[src/rtl/cmp_sampler.sv]
// cmp_sampler: strobe-timed comparator sampler.
// Counts comparator hits over a run of strobe edges.
module cmp_sampler #(
  parameter int CNT_WIDTH      = 16,
  parameter int TIMEOUT_CYCLES = 1048576,
  parameter int SETTLE_WIDTH   = 8
) (
  input  logic                    clk_i,
  input  logic                    rst_i,
  input  logic                    stb_i,
  input  logic                    stb_rdy_i,
  input  logic                    cmp_i,
  input  logic                    start_i,
  input  logic [CNT_WIDTH-1:0]    n_samples_i,
  input  logic [SETTLE_WIDTH-1:0] settle_i,
  output logic                    busy_o,
  output logic                    done_o,
  output logic                    err_o,
  output logic [CNT_WIDTH-1:0]    hits_o,
  output logic [CNT_WIDTH-1:0]    total_o
);

  localparam int TW = $clog2(TIMEOUT_CYCLES) + 1;
  localparam logic [TW-1:0] TMO_LAST = TW'(TIMEOUT_CYCLES - 1);

  typedef enum logic [1:0] {
    IDLE, WAIT_STB, SETTLE, DONE
  } state_t;

  state_t state_q, state_d;

  logic                    stb_q;
  logic                    cmp_m_q, cmp_s_q;
  logic [CNT_WIDTH-1:0]    n_q, n_d;
  logic [SETTLE_WIDTH-1:0] set_q, set_d;
  logic [SETTLE_WIDTH-1:0] scnt_q, scnt_d;
  logic [TW-1:0]           tmo_q, tmo_d;
  logic [CNT_WIDTH-1:0]    hits_q, hits_d;
  logic [CNT_WIDTH-1:0]    total_q, total_d;
  logic                    err_q, err_d;
  logic [CNT_WIDTH-1:0]    hits_o_q, hits_o_d;
  logic [CNT_WIDTH-1:0]    total_o_q, total_o_d;

  logic edge_w, tmo_w, sample_w, last_w;

  assign edge_w   = stb_i & ~stb_q;
  assign tmo_w    = (tmo_q == TMO_LAST);
  assign sample_w = (scnt_q == '0);
  assign last_w   = ((total_q + 1'b1) == n_q);

  // State register
  always_ff @(posedge clk_i) begin
    if (rst_i) state_q <= IDLE;
    else       state_q <= state_d;
  end

  // Next-state logic; an edge wins over a same-cycle timeout
  always_comb begin
    state_d = state_q;
    unique case (state_q)
      IDLE: begin
        if (start_i) begin
          if (!stb_rdy_i || n_samples_i == '0)
            state_d = DONE;
          else
            state_d = WAIT_STB;
        end
      end
      WAIT_STB: begin
        if (!stb_rdy_i)  state_d = DONE;
        else if (edge_w) state_d = SETTLE;
        else if (tmo_w)  state_d = DONE;
      end
      SETTLE: begin
        if (sample_w)
          state_d = last_w ? DONE : WAIT_STB;
      end
      DONE:    state_d = IDLE;
      default: state_d = IDLE;
    endcase
  end

  // Status outputs decoded from state and result registers
  always_comb begin
    busy_o  = (state_q == WAIT_STB) || (state_q == SETTLE);
    done_o  = (state_q == DONE);
    err_o   = err_q;
    hits_o  = hits_o_q;
    total_o = total_o_q;
  end

  // Datapath next-state: capture, settle/timeout counting, sampling
  always_comb begin
    n_d     = n_q;
    set_d   = set_q;
    scnt_d  = scnt_q;
    tmo_d   = tmo_q;
    hits_d  = hits_q;
    total_d = total_q;
    err_d   = err_q;
    unique case (state_q)
      IDLE: begin
        if (start_i) begin
          n_d     = n_samples_i;
          set_d   = settle_i;
          scnt_d  = '0;
          tmo_d   = '0;
          hits_d  = '0;
          total_d = '0;
          err_d   = ~stb_rdy_i;
        end
      end
      WAIT_STB: begin
        if (!stb_rdy_i) begin
          err_d = 1'b1;
        end else if (edge_w) begin
          scnt_d = set_q;
          tmo_d  = '0;
        end else if (tmo_w) begin
          err_d = 1'b1;
        end else begin
          tmo_d = tmo_q + 1'b1;
        end
      end
      SETTLE: begin
        if (sample_w) begin
          total_d = total_q + 1'b1;
          hits_d  = hits_q + CNT_WIDTH'(cmp_s_q);
          tmo_d   = '0;
        end else begin
          scnt_d = scnt_q - 1'b1;
        end
      end
      default: ;
    endcase
    hits_o_d  = hits_o_q;
    total_o_d = total_o_q;
    if (state_d == DONE && state_q != DONE) begin
      hits_o_d  = hits_d;
      total_o_d = total_d;
    end
  end

  // Datapath, synchroniser and edge-history registers
  always_ff @(posedge clk_i) begin
    if (rst_i) begin
      stb_q     <= 1'b0;
      cmp_m_q   <= 1'b0;
      cmp_s_q   <= 1'b0;
      n_q       <= '0;
      set_q     <= '0;
      scnt_q    <= '0;
      tmo_q     <= '0;
      hits_q    <= '0;
      total_q   <= '0;
      err_q     <= 1'b0;
      hits_o_q  <= '0;
      total_o_q <= '0;
    end else begin
      stb_q     <= stb_i;
      cmp_m_q   <= cmp_i;
      cmp_s_q   <= cmp_m_q;
      n_q       <= n_d;
      set_q     <= set_d;
      scnt_q    <= scnt_d;
      tmo_q     <= tmo_d;
      hits_q    <= hits_d;
      total_q   <= total_d;
      err_q     <= err_d;
      hits_o_q  <= hits_o_d;
      total_o_q <= total_o_d;
    end
  end

endmodule

[config.mk]
export PLATFORM = sky130hd
export DESIGN_NAME = cmp_sampler
export DESIGN_NICKNAME = d
export VERILOG_FILES = /design/src/rtl/cmp_sampler.sv
export SDC_FILE = /design/constraint.sdc
export NUM_CORES = 1
export LEC_CHECK = 0
export CAP_MARGIN = 20
export CORE_MARGIN = 8
export CORE_UTILIZATION = 42
export CTS_CLUSTER_DIAMETER = 40
export DETAILED_ROUTE_END_ITERATION = 6
export HOLD_SLACK_MARGIN = 0.06
export SLEW_MARGIN = 20
export SYNTH_ARGS = -nofsm -noshare
export SYNTH_HDL_FRONTEND = slang
export SYNTH_SLANG_ARGS = --single-unit
export TNS_END_PERCENT = 20
[constraint.sdc]
create_clock -name clk_i -period 8.2 [get_ports clk_i]
set_clock_uncertainty 0.2 [all_clocks]
set_input_delay 2.05 -clock clk_i [delete_from_list [all_inputs] [get_ports clk_i]]
set_output_delay 2.05 -clock clk_i [all_outputs]
set_load 0.05 [all_outputs]
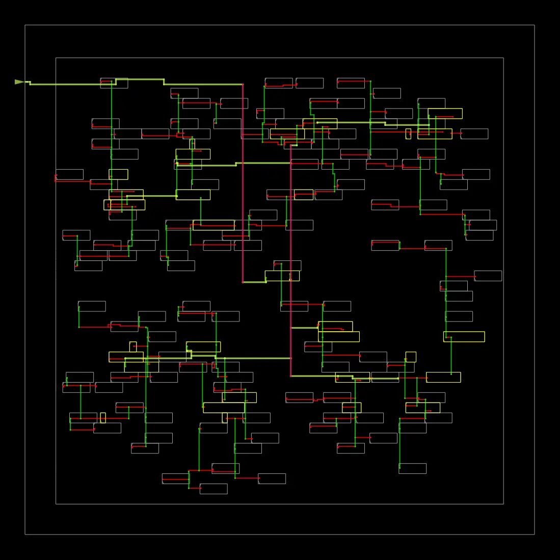
clocks.png
Flop Count: 123
CTS Sinks: 123
CTS Buf Count: 17

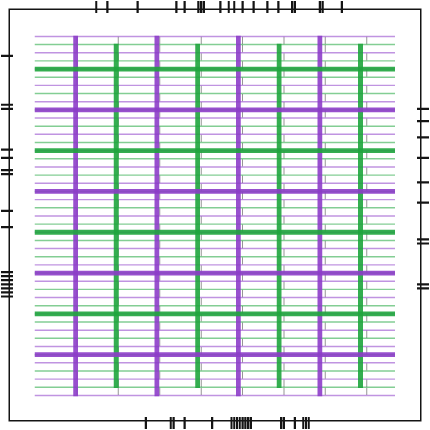
power_grid.png
(3 px per um) Pins as bars on the die edge. Tap cells in grey.
VDD -> green
VSS -> purple
met4 straps = 8
met1 rails = 45
tap cells = 184
met5 straps = 8
die width: 137 um
VDD IR-drop max: 0.195 mV

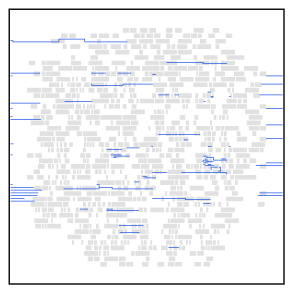
layer_met3.png
(2 px per um)
wire length on this layer = 644 um
main direction = horizontal
longest straight run = 23.0 um
vias: 5092
met3 usage: 4.74%
drt total wl: 14700 um

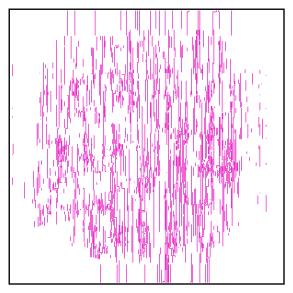
layer_met2.png
(2 px per um)
share of all routed wire = 50%
wire length on this layer = 7290 um
longest straight run = 40.5 um
main direction = vertical
nets with wire on the layer = 683
met2 usage: 27.8%

==> reports/qor.csv <==
metric,value,unit
outcome,"complete, no violations",
worst setup margin,3270,ps
ClkCell Share,8.32,%
cell depth of the worst hold path,1,
Gate Area,3430,um2
mapped cell area,6110,um2
TritonCTS clock tree,built,
Max-Cap Viols,0,
worst hold slack,241,ps
Cell area leaders,"dfxtp_1 (40%), mux2_4 (7.4%), nor2_1 (4.9%)",
sequential share of power,31.7,%
Seq area share,33.1,%
Worst Setup End Kind,register,
P_int,0.00141,W
share of total power in the clock network,36.2,%
syn_nets,742,
crit path kind,primary input to register,
Inverters,10,
"Data arrival, critical path",5020,ps
largest net degree at the start of global routing,111,
Clk. pwr,0.000782,W
initial detailed-routing violation count,333,
Fin. Hold Viols,0,
hold path start,cmp_m_q,
Final Non-Filler Cells,944,
worst slew pin tran,923,ps
H-tree levels,4,
cells in synth_stat.txt,702,
Critical Path RT,8290,ps
post-layout util,51.8,%
GPL Wtd Cong,0.895,
Comb area share,46.2,%
top routing layer used,met4,
LEAKAGE,2.78,nW
clk buf depth,2,
Layout Nets,788,
IO Port Bufs,64,
Area Overhead vs Synth,21.7,%
dominant kind of cell by area,logic gates,
DRC,0,
cell total after placement,913,
routed wl met2,7290,um
#MultiIn Comb,530,
IO Count,65,
CLK BUF,24,
Critical-path top delay cell,buf_4,
setup_tns,0,ps
switching share of power,34.8,%
WP buf/inv,2,
Critical R2R Launch,scnt_q[4],
combinational share of power,32.1,%
vias per inst,5.39,
Hold Path Sink,cmp_s_q,
XORs/XNORs by Area,8.45,%
cell with the most instances after synthesis,dfxtp_1,
Insertion Delay late pin,410,ps
synth cell count leaders,"dfxtp_1 (123), nor2_1 (79), nand2_1 (77), a21oi_1 (55), nor2b_1 (36)",
initial antenna violation count,0,
met1 Track Usage GR,18.7,%
"area share, top type",40.3,%
starting density of the core,42.5,%
Pwr Density,291,nW/um2
"FA/HA/MAJ Cells, Area Fraction",2.05,%
Power Total,0.00216,W
DRT met1 WL,6530,um
Yosys chip area,6110,um2
grt ovf,0,
Comb power,0.000695,W
Hold Crit Class,register to register,
Flop area,2460,um2
Avg Inst Size Synth,8.71,um2
cycle use final,60.1,%
Clock Pin Slew Worst Setup and Hold Paths,50,ps
largest register by flop count,tmo_q,
cell type with the largest total area,dfxtp_1,
cells on worst reg2reg path,9,
simple share,24.6,%
relative slew slack,38.5,%
GR peak layer,met2,
DP Worst Slack,2840,ps
total global-route track usage,16.2,%
CP endpoint,total_o[15],
Slew Limit Fails,0,
most numerous logic cell after layout,dfxtp_1,
Row Count,44,
PostCTS Resize Cnt,0,
crit-path max FO,32,
Initial DRT Pass Iterations,5,
main logic family after synthesis,simple AND/OR/NAND/NOR gates,
No activity file was given, so power comes from the tool's default toggle rates.
